run_1/io_fan.png
Drawn at 4 px/micron.
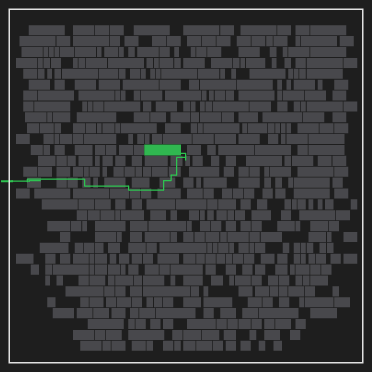
run_1/wires.png
Drawn at 4 px/micron.
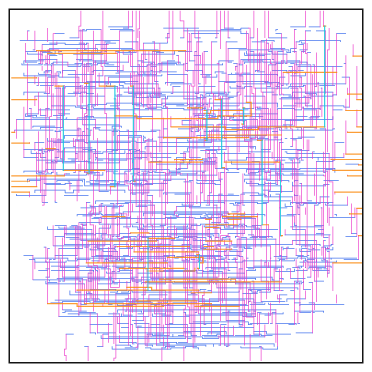
run_1/congestion.png
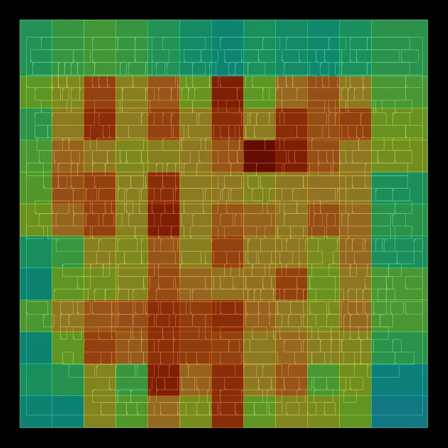
**config.mk**
```make
export PLATFORM = sky130hd
export DESIGN_NAME = ps2_line_buffer
export DESIGN_NICKNAME = d
export VERILOG_FILES = /design/src/rtl/ps2_line_buffer.sv
export SDC_FILE = /design/constraint.sdc
export NUM_CORES = 1
export LEC_CHECK = 0
export CAP_MARGIN = 20
export CORE_MARGIN = 1
export CORE_UTILIZATION = 45
export CTS_BUF_LIST = sky130_fd_sc_hd__clkbuf_8
export DETAILED_ROUTE_END_ITERATION = 10
export PLACE_DENSITY = 0.69
export SYNTH_ARGS = -nofsm -noshare
export SYNTH_HDL_FRONTEND = slang
export SYNTH_SLANG_ARGS = --single-unit
```
**constraint.sdc**
```tcl
create_clock -name clock -period 2.1 [get_ports clock]
set_input_delay 0.21 -clock clock [delete_from_list [all_inputs] [get_ports clock]]
set_output_delay 0.21 -clock clock [all_outputs]
set_load 0.05 [all_outputs]
```
**src/rtl/ps2_line_buffer.sv**
```systemverilog
// PS/2 Set-2 scancode to ASCII line editor with backspace.
// ENTER commits the line, which is held until cmd_ack.
module ps2_line_buffer #(
   parameter int DEPTH = 4,
   parameter int CNT_W = 5
) (
   input  logic                 clock,
   input  logic                 resetn,
   input  logic                 key_valid,
   input  logic [7:0]           key_data,
   input  logic                 cmd_ack,
   output logic [8*DEPTH-1:0]   line_data,
   output logic [CNT_W-1:0]     char_count,
   output logic                 line_ready,
   output logic                 overflow
);

   typedef enum logic [1:0] {
      S_IDLE, S_EXT, S_BRK, S_READY
   } state_t;

   typedef enum logic [1:0] {
      K_NONE, K_CHAR, K_BS, K_ENT
   } kind_t;

   localparam logic [CNT_W-1:0] FULL = CNT_W'(DEPTH);

   state_t               state, state_n;
   kind_t                kind;
   logic [7:0]           ascii;
   logic [8*DEPTH-1:0]   data_n;
   logic [CNT_W-1:0]     cnt_n;
   logic                 ovf_n;

   always_comb begin
      ascii = 8'h00;
      case (key_data)
         8'h1C: ascii = 8'h41;
         8'h32: ascii = 8'h42;
         8'h21: ascii = 8'h43;
         8'h23: ascii = 8'h44;
         8'h24: ascii = 8'h45;
         8'h2B: ascii = 8'h46;
         8'h34: ascii = 8'h47;
         8'h33: ascii = 8'h48;
         8'h43: ascii = 8'h49;
         8'h3B: ascii = 8'h4A;
         8'h42: ascii = 8'h4B;
         8'h4B: ascii = 8'h4C;
         8'h3A: ascii = 8'h4D;
         8'h31: ascii = 8'h4E;
         8'h44: ascii = 8'h4F;
         8'h4D: ascii = 8'h50;
         8'h15: ascii = 8'h51;
         8'h2D: ascii = 8'h52;
         8'h1B: ascii = 8'h53;
         8'h2C: ascii = 8'h54;
         8'h3C: ascii = 8'h55;
         8'h2A: ascii = 8'h56;
         8'h1D: ascii = 8'h57;
         8'h22: ascii = 8'h58;
         8'h35: ascii = 8'h59;
         8'h1A: ascii = 8'h5A;
         8'h45: ascii = 8'h30;
         8'h16: ascii = 8'h31;
         8'h1E: ascii = 8'h32;
         8'h26: ascii = 8'h33;
         8'h25: ascii = 8'h34;
         8'h2E: ascii = 8'h35;
         8'h36: ascii = 8'h36;
         8'h3D: ascii = 8'h37;
         8'h3E: ascii = 8'h38;
         8'h46: ascii = 8'h39;
         8'h29: ascii = 8'h20;
         default: ascii = 8'h00;
      endcase
   end

   // every printable code maps to a non-zero ASCII value
   always_comb begin
      kind = K_NONE;
      if (ascii != 8'h00) kind = K_CHAR;
      else if (key_data == 8'h66) kind = K_BS;
      else if (key_data == 8'h5A) kind = K_ENT;
   end

   always_comb begin
      state_n = state;
      data_n  = line_data;
      cnt_n   = char_count;
      ovf_n   = overflow;
      unique case (state)
         S_IDLE: begin
            if (key_valid) begin
               if (key_data == 8'hF0) state_n = S_BRK;
               else if (key_data == 8'hE0) state_n = S_EXT;
               else begin
                  unique case (kind)
                     K_CHAR: begin
                        if (char_count < FULL) begin
                           data_n      = line_data << 8;
                           data_n[7:0] = ascii;
                           cnt_n       = char_count + CNT_W'(1);
                        end else begin
                           ovf_n = 1'b1;
                        end
                     end
                     K_BS: begin
                        if (char_count != '0) begin
                           data_n = line_data >> 8;
                           cnt_n  = char_count - CNT_W'(1);
                        end
                     end
                     K_ENT: begin
                        if (char_count != '0) state_n = S_READY;
                     end
                     default: ;
                  endcase
               end
            end
         end
         S_EXT: begin
            if (key_valid)
               state_n = (key_data == 8'hF0) ? S_BRK : S_IDLE;
         end
         S_BRK: begin
            if (key_valid) state_n = S_IDLE;
         end
         S_READY: begin
            if (cmd_ack) begin
               state_n = S_IDLE;
               data_n  = '0;
               cnt_n   = '0;
               ovf_n   = 1'b0;
            end
         end
         default: state_n = S_IDLE;
      endcase
   end

   always_ff @(posedge clock or negedge resetn) begin
      if (!resetn) begin
         state      <= S_IDLE;
         line_data  <= '0;
         char_count <= '0;
         overflow   <= 1'b0;
         line_ready <= 1'b0;
      end else begin
         state      <= state_n;
         line_data  <= data_n;
         char_count <= cnt_n;
         overflow   <= ovf_n;
         line_ready <= (state_n == S_READY);
      end
   end

endmodule

```
==> PnR_summary.wiki, run 1 <==
== Metrics ==
{| class="wikitable"
! Metric !! Value
|-
| Syn Nets || 385
|-
| Logic gate share of total power || 66.9%
|-
| Simple-gate share of the synthesized area || 18.11%
|-
| Total cell area reported by yosys after synthesis || about 3300 sq um
|-
| Final number of max-transition violations || 0
|-
| Vias in the first global route || 3372
|-
| Number of cell instances after yosys synthesis || 358
|-
| Cell seen most often among critical-path stages || sky130_fd_sc_hd__buf_4
|-
| Crit-path max cell delay || 240 ps
|-
| Fraction of registers with async set or reset after synthesis || 100.0%
|-
| Final WL || ~11 mm
|-
| Number of DRC violations after detailed routing || 0
|-
| Largest net degree at the start of global routing || 28
|-
| Finished Core Util || 77.10%
|-
| Critical path class || in -> reg
|-
| Most frequent logic cell in the layout || sky130_fd_sc_hd__buf_4
|-
| Worst path required time || 2340 ps
|-
| Reg2Reg Capture Point || line_data[27]$_DFFE_PN0P_
|-
| Failing checks || setup timing
|-
| Clk_buf instances || 6
|-
| Clock Tree Root || sky130_fd_sc_hd__clkbuf_8
|-
| Top cell family by delay on the critical path || buffers and inverters
|-
| Count of routing violations after the opening detailed-route iteration || 244
|-
| Clock Pin Slew Worst Setup and Hold Paths || roughly 90 ps
|-
| Crit. Startpoint || key_data[5]
|-
| Highest-delay cell along the critical path || sky130_fd_sc_hd__and3b_2
|-
| Power per unit of standard cell area || 1036 nW/um^2
|-
| Peak Freq || 447.3 MHz
|-
| Final Wtd Congestion || 0.8923
|-
| Syn. warnings || 0
|-
| Setup-failing EPs final || 35
|-
| Result of the run || finished with violations
|-
| Number of synthesized register bits || 41
|-
| Worst path cell trace || buf_2, buf_6, buf_6, and3b_2, a32oi_2, o211ai_1, buf_4, buf_4, buf_4, buf_4, buf_4, buf_4, buf_4, a21oi_2, mux2_4
|-
| Count of filler cells inserted in the layout || ~470
|-
| Reg-to-reg setup timing slack || -30 ps
|-
| Total number of cells along the worst setup path || 15
|-
| Power dissipated by switching net loads || approximately 2.5 mW
|-
| Kind of start point of the critical path || primary input
|-
| Clk network pwr share || about 10%
|-
| Final routed wire length divided by cell count || 17.84 microns
|-
| Proportion of cell area spent on the clock network || 1.790%
|-
| Top library cells by usage in the layout, fill and taps aside || sky130_fd_sc_hd__buf_4 (98), sky130_fd_sc_hd__nand2_1 (46), sky130_fd_sc_hd__dfrtp_1 (41), sky130_fd_sc_hd__clkdlybuf4s50_1 (41), sky130_fd_sc_hd__a21oi_1 (32)
|-
| Fraction of synthesized area in multiplexers || 14.31%
|-
| Ant diodes || 0
|-
| Clock tree from TritonCTS || yes
|-
| Final net count || ~540
|-
| Number of max-capacitance violations reported || 0
|-
| Fraction of the yosys area taken by sequential cells || between 30% and 40%
|-
| HPWL reported at the end of detailed placement || 7.389 mm
|-
| Synth Flop Type || sky130_fd_sc_hd__dfrtp_1
|-
| Number of vias per cell after detailed routing || between 5 and 6
|-
| Post-detailed-route count of antenna-violating nets || 0
|-
| Final worst clock skew || about 8 ps
|-
| Area fraction in compound gates after synthesis || 21.26%
|-
| Setup WS post-layout || -135.6 ps
|-
| Actual transition at the worst max-transition pin || about 600 ps
|-
| Number of instances resized during post-cts repair || 98
|}
About io_fan.png:
overflow: in green, direction output, edge left, end cells 1, buffers 1, wire 61.5 microns.

About wires.png:
metal 2: in magenta, wire length 5030 microns. metal 3: in orange, wire length 716 microns. metal 1: in blue, wire length 4980 microns. metal 4: in cyan, wire length 202 microns.

About congestion.png:
met1 Use GR: 41.67%
Most Used Layer, Global Route: met2
met3 capacity usage during global routing: 4.713%

-- run 1: per-layer routing --
metal | GRT usage, % | vias to the layer above | wire length (microns)
li1 | - | 1611 | -
met1 | 41.67 | 1668 | 4982
met2 | 46.23 | 131 | 5034
met3 | 4.713 | 25 | 716
met4 | 7.331 | 0 | 201
met5 | 0 | - | 0
-- run 1: metrics by stage --
stage | setup WS [ps] | area, sq um | total power [mW] | setup TNS, ps
3_5_place_dp | -983.4 | 4594 | 4.461 | -37820
6_report | -135.6 | 5383 | 5.577 | -2531
5_1_grt | -210.8 | 5383 | 5.836 | -5456
2_1_floorplan | -285.2 | 3465 | 3.399 | -7487
4_1_cts | -46.62 | 5311 | 5.458 | -860.2
3_3_place_gp | -1002 | 4594 | 4.394 | -38170
-- run 1: synth_stat cells (all sizes together) (3+ instances only) --
library cell	n	area, sq um
a22oi	3	22.52
nand3	5	25.02
mux2i	9	90.09
xnor2	3	26.28
nand3b	3	22.52
a21boi	3	22.52
dfrtp	41	1026
nand2	48	182.7
o2bb2ai	9	78.83
a21oi	34	181.4
a31oi	3	18.77
a221oi	3	32.53
nor2b	4	25.02
nor2	20	77.58
mux2	28	386.6
ha	14	175.2
clkbuf	8	30.03
nand2b	7	43.79
buf	18	190.2
a211oi	5	37.54
o21ai	11	55.05
a311oi	3	26.28
and2	3	21.27
o211ai	5	42.54
nor3	6	35.03
inv	20	75.07
a32o	3	30.03
-- run 1: flip-flops by register name, summed over array words and instances (netlist names) --
register	flops
char_count	5
line_data	32
line_ready	1
overflow	1
state	2
-- run 1: power by group through the flow --
stage	Clock (mW)	Sequential, mW	Combinational, mW
finish	0.558	1.29	3.73
global route	0.593	1.32	3.92
CTS	0.560	1.28	3.62
detailed placement	0	1.28	3.18
global placement	0	1.27	3.12
floorplan	0	2.03	1.37
run_1/flops_by_reg.png
Drawn at 3 px/micron. Other sequential cells in the stronger grey, the rest of the logic in the fainter grey.
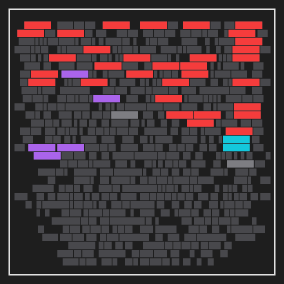

==> inputs of run 2 (changes only) <==
--- a/config.mk
+++ b/config.mk
@@ -6,7 +6,7 @@
 export NUM_CORES = 1
 export LEC_CHECK = 0
 export CAP_MARGIN = 20
-export CORE_MARGIN = 1
+export CORE_MARGIN = 2
 export CORE_UTILIZATION = 45
 export CTS_BUF_LIST = sky130_fd_sc_hd__clkbuf_8
 export DETAILED_ROUTE_END_ITERATION = 10
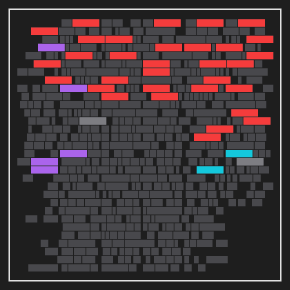
run_2/flops_by_reg.png
Drawn at 3 px/micron. Other sequential cells in the stronger grey, the rest of the logic in the fainter grey.
char_count: in purple, placed flops 5, where middle left. state: in cyan, placed flops 2. line_data: in red, placed flops 32.
footprint of the flip-flops and latches: 1026 sq um
sequential group power: 1.29 mW
Finished Core Util: 77.64%
Seq/total area: 18.32%

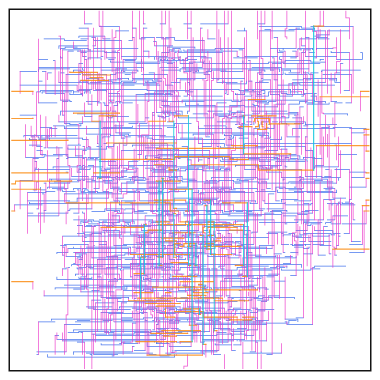
run_2/wires.png
Drawn at 4 px/micron.
metal 3: in orange, wire length 729 microns. metal 4: in cyan, wire length 343 microns. metal 1: in blue, wire length 5260 microns. metal 2: in magenta, wire length 5840 microns.
final routed wire length divided by cell count: 19.59 microns
via count: 3673
final WL: 12.17 mm

==> run 2 against run 1 <==
The run still ends with setup timing left. First-iteration DRC count up 67%. Via count grew 6.9%. Global-route usage shrank 1.2 points. Largest power group unchanged. Area after synthesis unchanged. Non-clock buffer count is 5 higher. Final cell count rose by 1.3%.
==> PnR_summary.wiki, run 2 <==
== Metrics ==
{| class="wikitable"
! Metric !! Value
|-
| Largest area contributor in the synthesized netlist || sky130_fd_sc_hd__dfrtp_1
|-
| Highest-delay cell along the critical path || sky130_fd_sc_hd__and3b_2
|-
| Worst path required time || 2340 ps
|-
| Setup TNS || -3616 ps
|-
| Commonest cells post-synth || sky130_fd_sc_hd__nand2_1 (47), sky130_fd_sc_hd__dfrtp_1 (41), sky130_fd_sc_hd__a21oi_1 (33)
|-
| Post-synthesis adder-cell area fraction || under 10%
|-
| Syn. warnings || 0
|-
| Actual transition at the worst max-transition pin || 587.9 ps
|-
| Power per unit of standard cell area || 1082 nW/um^2
|-
| Logic gate share of total power || between 60% and 70%
|-
| Library cell with the highest instance count after synthesis || sky130_fd_sc_hd__nand2_1
|-
| Top cell family by delay on the critical path || buffers and inverters
|-
| Number of max-capacitance violations reported || 0
|-
| Peak Freq || 433.8 MHz
|-
| Clock Pin Slew Worst Setup and Hold Paths || 90 ps
|-
| Crit-path max cell delay || 260 ps
|-
| Largest net degree at the start of global routing || 28
|-
| Fraction of synthesized area in multiplexers || ~14%
|-
| Result of the run || finished with violations
|-
| Kind of start point of the critical path || primary input
|-
| Synth Flop Type || sky130_fd_sc_hd__dfrtp_1
|-
| Ant diodes || 0
|-
| Count of buffering cells on the critical path with inverters included || 10
|-
| Setup-failing EPs final || 38
|-
| DP Area || 4501 sq um
|-
| Share of the synthesized area in the top cell type || 30.80%
|-
| Count of filler cells inserted in the layout || ~440
|-
| Cell seen most often among critical-path stages || sky130_fd_sc_hd__buf_4
|-
| Simple-gate share of the synthesized area || 18.11%
|-
| Clk network pwr share || a little over an eighth
|-
| Fraction of the yosys area taken by sequential cells || 30.80%
|-
| Number of cell instances after yosys synthesis || ~360
|-
| Total routing resource utilization after global routing || 28.06%
|-
| Nature of the critical path endpoint || flop
|-
| Post-detailed-route count of antenna-violating nets || 0
|-
| Failing checks || setup timing
|-
| Number of enable-type register cells in the synthesized netlist || 0
|-
| Hold_buf cts || 1
|-
| Final Wtd Congestion || between 0.9 and 1
|-
| Wire length of the first global-routing pass || 18.46 mm
|-
| Deepest level of the CTS H-tree || 2
|-
| Cycle use final || 109.8%
|-
| Register with the most flip-flops || line_data
|-
| Area fraction in compound gates after synthesis || 21.26%
|-
| Number of vias per cell after detailed routing || 5.915
|-
| Final worst clock skew || 12.68 ps
|-
| Largest registers in the final layout || line_data (32), char_count (5), state (2)
|-
| Setup WS post-layout || -205.0 ps
|-
| Total iterations of the first detailed-routing run || 5
|-
| Critical path class || in -> reg
|-
| Post-Place Setup Slack || -980.8 ps
|-
| Number of synthesized register bits || 41
|-
| Clock tree from TritonCTS || yes
|-
| Reg-to-reg setup timing slack || -20 ps
|-
| Total cell area reported by yosys after synthesis || 3331 sq um
|-
| Number of instances resized during post-cts repair || 87
|-
| Flip-flop count of the largest register after layout || 32
|-
| Final number of max-transition violations || 0
|-
| Core Area || 7214 sq um
|-
| Post-synth area hogs || sky130_fd_sc_hd__dfrtp_1 (31%), sky130_fd_sc_hd__mux2_4 (8.6%), sky130_fd_sc_hd__nand2_1 (5.3%), sky130_fd_sc_hd__ha_1 (5.3%), sky130_fd_sc_hd__a21oi_1 (5.0%)
|-
| Fraction of registers with async set or reset after synthesis || 100.0%
|-
| Worst path cell trace || buf_4, buf_12, buf_4, and3b_2, a32oi_1, o211ai_1, buf_4, buf_4, buf_4, buf_4, buf_4, buf_4, buf_4, a21oi_2, mux2_4
|-
| Worst max-slew margin expressed relative to the limit || 60.81%
|-
| Final net count || ~550
|-
| Vias in the first global route || 3593
|-
| Total power || 6.062 mW
|-
| Post-synth cell types || 73
|-
| Most frequent logic cell in the layout || sky130_fd_sc_hd__buf_4
|-
| Area of all placed cells without fillers || roughly 5600 sq um
|-
| Count of routing violations after the opening detailed-route iteration || 408
|-
| Syn Nets || 385
|-
| Number of DRC violations after detailed routing || 0
|-
| Sequential fraction of design power || 21.4%
|-
| Clock Tree Root || sky130_fd_sc_hd__clkbuf_8
|-
| Top library cells by usage in the layout, fill and taps aside || sky130_fd_sc_hd__buf_4 (101), sky130_fd_sc_hd__nand2_1 (46), sky130_fd_sc_hd__dfrtp_1 (41), sky130_fd_sc_hd__clkdlybuf4s50_1 (41), sky130_fd_sc_hd__a21oi_1 (32)
|-
| Power dissipated by switching net loads || around 2.6 mW
|-
| HPWL reported at the end of detailed placement || 7.274 mm
|}
[run 2: cell counts after synthesis]
Identical to the previous run, type by type.
[run 2: layout make-up]
type                            instances  area [sq um]  share of cell area, %
Tap cell                               99         123.9                  2.211
Sequential cell                        41          1026                  18.32
Inverter                               20         85.08                  1.519
Timing Repair Buffer                  182          1718                  30.67
Multi-Input combinational cell        271          2511                  44.83
Clock buffer                            5         68.82                  1.229
Clock inverter                          3         68.82                  1.229
[run 2: power groups by stage]
stage | clock (mW) | combinational, mW | sequential (mW)
global route | 0.820 | 4.16 | 1.33
global placement | 0 | 3.10 | 1.27
finish | 0.786 | 3.98 | 1.29
CTS | 0.790 | 3.72 | 1.28
floorplan | 0 | 1.37 | 2.03
detailed placement | 0 | 3.15 | 1.28
[run 2: path summary, 6_finish.rpt]
check | end | depth (start not counted) | start
worst min register to register | line_data[26]$_DFFE_PN0P_ | 2 | line_data[26]$_DFFE_PN0P_
min in group clock | line_data[26]$_DFFE_PN0P_ | 2 | line_data[26]$_DFFE_PN0P_
worst max-delay path | line_data[1]$_DFFE_PN0P_ | 15 | key_data[3]
worst min-delay path | state[1]$_DFF_PN0_ | 2 | resetn
worst max register to register | line_data[19]$_DFFE_PN0P_ | 9 | state[0]$_DFF_PN0_
max in group asynchronous | line_data[11]$_DFFE_PN0P_ | 3 | resetn
[run 2: per-layer routing]
metal / up-vias / track usage [%] / wire, microns
met5: - / 0 / 0
met4: 0 / 7.821 / 342
met3: 43 / 6.622 / 728
met2: 200 / 45.36 / 5836
met1: 1803 / 37.75 / 5258
li1: 1627 / - / -
[run 2: cells by family after synthesis]
kind of cell               count (synthesis)
xor gates and xnor gates                   3
adders and majority gates                 15
AOI/OAI and AO/OA                        100
muxes                                     37
and+or+nand+nor                          116
buffers and inverters                     46
DFF                                       41
run_2/congestion.png
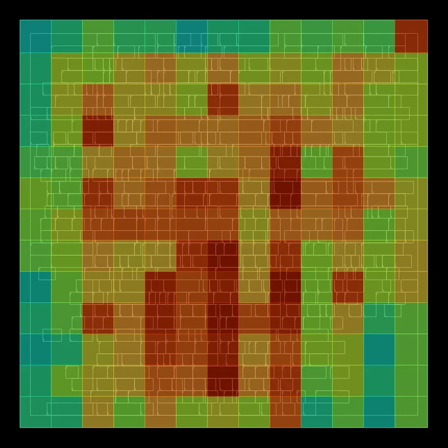

==> inputs of run 3 (changes only) <==
--- a/config.mk
+++ b/config.mk
@@ -10,7 +10,9 @@
 export CORE_UTILIZATION = 45
 export CTS_BUF_LIST = sky130_fd_sc_hd__clkbuf_8
 export DETAILED_ROUTE_END_ITERATION = 10
+export HOLD_SLACK_MARGIN = 0.02
 export PLACE_DENSITY = 0.69
+export SKIP_CTS_REPAIR_TIMING = 1
 export SYNTH_ARGS = -nofsm -noshare
 export SYNTH_HDL_FRONTEND = slang
 export SYNTH_SLANG_ARGS = --single-unit
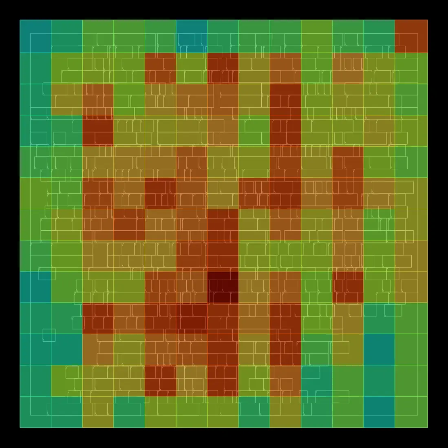
run_3/congestion.png
GR Util met2: 38.47%
final routed wire length divided by cell count: 18.62 microns
Finished Core Util: 72.08%
met1 Use GR: 35.50%
met3 capacity usage during global routing: 3.856%

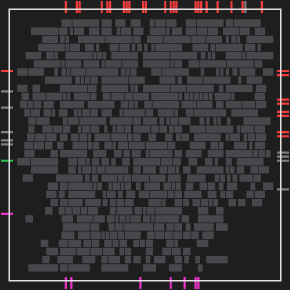
run_3/io_placement.png
Drawn at 3 px/micron. Pins as bars across the die edge, other pins in grey.
line_data: in red, pins 32, direction output, edge 23 top, 8 right, 1 left. overflow: in green, pins 1, direction output, edge left. key_data: in magenta, pins 8, direction input, edge 7 bottom, 1 left.
Chip Height: 90.03 microns
count of buffers from port buffering: 50
horizontal die dimension: 90.03 microns

==> run 3 against run 2 <==
The flow still finishes with violations (setup timing). Clock power is 0.9% lower. Hold slack got worse by 5.6 ps. Sequential power about the same. Utilization fell by 5.6 points. Sequential cell count unchanged. Area after synthesis did not move. Final cell count is 4.0% lower. Setup slack improved by 83 ps. Via count down 6.3%. Die area unchanged. Clock skew fell by 4.4 ps. Global-route usage is 3.6 points lower. Largest cell class unchanged.
==> PnR_summary.wiki, run 3 <==
== Metrics ==
{| class="wikitable"
! Metric !! Value
|-
| Number of vias per cell after detailed routing || approximately 5.8
|-
| Reg-to-reg setup timing slack || -90 ps
|-
| Worst path required time || 2290 ps
|-
| Post-detailed-route count of antenna-violating nets || 0
|-
| Clock tree from TritonCTS || yes
|-
| Final worst clock skew || 8.313 ps
|-
| Syn Nets || 385
|-
| Total iterations of the first detailed-routing run || 5
|-
| Kind of start point of the critical path || primary input
|-
| Power dissipated by switching net loads || 2.501 mW
|-
| Deepest level of the CTS H-tree || 2
|-
| Met3 WL || slightly above 700 microns
|-
| Post-Place Setup Slack || -980.8 ps
|-
| Fraction of registers with async set or reset after synthesis || 100.0%
|-
| Commonest cells post-synth || sky130_fd_sc_hd__nand2_1 (47), sky130_fd_sc_hd__dfrtp_1 (41), sky130_fd_sc_hd__a21oi_1 (33)
|-
| Crit. Startpoint || key_data[0]
|-
| DP Area || roughly 4500 sq um
|-
| Clock Pin Slew Worst Setup and Hold Paths || 90 ps
|-
| Total routing resource utilization after global routing || between 20% and 30%
|-
| Largest net degree at the start of global routing || 28
|-
| Largest area contributor in the synthesized netlist || sky130_fd_sc_hd__dfrtp_1
|-
| Number of enable-type register cells in the synthesized netlist || 0
|-
| Crit-path max cell delay || 480 ps
|-
| Core Area || 7214 sq um
|-
| Routed wl met2 || 5.334 mm
|-
| Most frequent logic cell in the layout || sky130_fd_sc_hd__buf_4
|-
| Synth Flop Type || sky130_fd_sc_hd__dfrtp_1
|-
| Footprint of the flip-flops and latches || 1026 sq um
|-
| Clock Tree Root || sky130_fd_sc_hd__clkbuf_8
|-
| Setup-failing EPs final || 26
|-
| Sequential fraction of design power || 22.6%
|-
| Number of synthesized register bits || a little over 40
|-
| Total number of cells along the worst setup path || 13
|-
| Share of the synthesized area in the top cell type || 30.80%
|-
| Total cell area reported by yosys after synthesis || 3331 sq um
|-
| Setup WS post-layout || -121.6 ps
|-
| Reg2Reg Capture Point || line_data[9]$_DFFE_PN0P_
|-
| Count of routing violations after the opening detailed-route iteration || about 230
|-
| Worst path cell trace || buf_8, buf_8, ha_4, buf_6, mux2i_1, nor3_1, a221oi_2, a221oi_2, nor3_4, a21oi_4, buf_12, clkbuf_16, mux2_4
|-
| Logic cell area || 2349 sq um
|-
| Number of DRC violations after detailed routing || 0
|-
| Final WL || 11.10 mm
|-
| Total power || approximately 5.7 mW
|-
| Result of the run || finished with violations
|-
| Largest registers in the final layout || line_data (32), char_count (5), state (2)
|-
| Vias in the first global route || 3120
|-
| Critical path class || in -> reg
|-
| HPWL reported at the end of detailed placement || 7.274 mm
|-
| Number of cell instances after yosys synthesis || roughly 360
|-
| Count of buffering cells on the critical path with inverters included || 5
|-
| Top cell family by delay on the critical path || AND-OR/OR-AND gates
|-
| Post-synth area hogs || sky130_fd_sc_hd__dfrtp_1 (31%), sky130_fd_sc_hd__mux2_4 (8.6%), sky130_fd_sc_hd__nand2_1 (5.3%), sky130_fd_sc_hd__ha_1 (5.3%), sky130_fd_sc_hd__a21oi_1 (5.0%)
|-
| Library cell with the highest instance count after synthesis || sky130_fd_sc_hd__nand2_1
|-
| Fraction of the yosys area taken by sequential cells || 30.80%
|-
| Wire length of the first global-routing pass || between 15 and 20 mm
|-
| Via count || 3440
|-
| Worst Setup EP || line_data[9]$_DFFE_PN0P_
|-
| Area of all placed cells without fillers || 5200 sq um
|-
| Power per unit of standard cell area || 1095 nW/um^2
|-
| Final net count || approximately 520
|-
| Register-to-Register Path Depth || 9
|-
| Logic gate share of total power || 63.8%
|-
| Failing checks || setup timing
|-
| Flip-flop count of the largest register after layout || 32
|-
| Final number of max-transition violations || 0
|-
| Number of max-capacitance violations reported || 0
|-
| Top library cells by usage in the layout, fill and taps aside || sky130_fd_sc_hd__buf_4 (86), sky130_fd_sc_hd__nand2_1 (46), sky130_fd_sc_hd__dfrtp_1 (41), sky130_fd_sc_hd__clkdlybuf4s50_1 (41), sky130_fd_sc_hd__a21oi_1 (33)
|-
| Ant diodes || 0
|}
==> run 3: netlist changes by cell type in the layout (fill, tap and decap cells not counted), moves of 3 or more <==
cell | previous run | this run
sky130_fd_sc_hd__clkbuf_16 | 0 | 4
sky130_fd_sc_hd__buf_2 | 4 | 1
sky130_fd_sc_hd__buf_16 | 3 | 0
sky130_fd_sc_hd__o2bb2ai_4 | 3 | 0
sky130_fd_sc_hd__buf_6 | 19 | 10
sky130_fd_sc_hd__o2bb2ai_1 | 1 | 4
sky130_fd_sc_hd__ha_1 | 7 | 10
sky130_fd_sc_hd__clkbuf_2 | 0 | 3
sky130_fd_sc_hd__buf_4 | 101 | 86
==> run 3: power groups by stage <==
stage | clock (mW) | combinational (mW) | sequential [mW]
after global placement | 0 | 3.10 | 1.27
after global routing | 0.817 | 3.81 | 1.32
final | 0.779 | 3.63 | 1.28
after detailed placement | 0 | 3.15 | 1.28
after floorplan | 0 | 1.37 | 2.03
after CTS | 0.790 | 3.17 | 1.27
==> run 3: final cells by class <==
cell class	count	area share, %
inverters	20	1.636
clock buffers	5	1.323
well taps	99	2.382
flip-flops and latches	41	19.73
repair buffers	157	28.44
multi-input cells	271	45.16
clock inverters	3	1.323
==> run 3: logic make-up (layout without fill, tap and decap cells) <==
family | Yosys count | in the layout | synth area share [%]
simple gates | 116 | 116 | 18.11
compound gates | 100 | 100 | 21.26
mux | 37 | 37 | 14.31
flops | 41 | 41 | 30.80
xor+xnor | 3 | 3 | 0.7890
buf+inv | 46 | 185 | 8.865
fa+ha+maj | 15 | 15 | 5.860
==> run 3: metal layers <==
| layer | vias to the layer above | track usage (%) |
|---|---|---|
| met1 | 1685 | 35.50 |
| met5 | - | 0 |
| met2 | 160 | 38.47 |
| li1 | 1571 | - |
| met3 | 24 | 3.856 |
| met4 | 0 | 6.026 |
Power figures rest on the tool's default switching activity, not on a simulated workload.
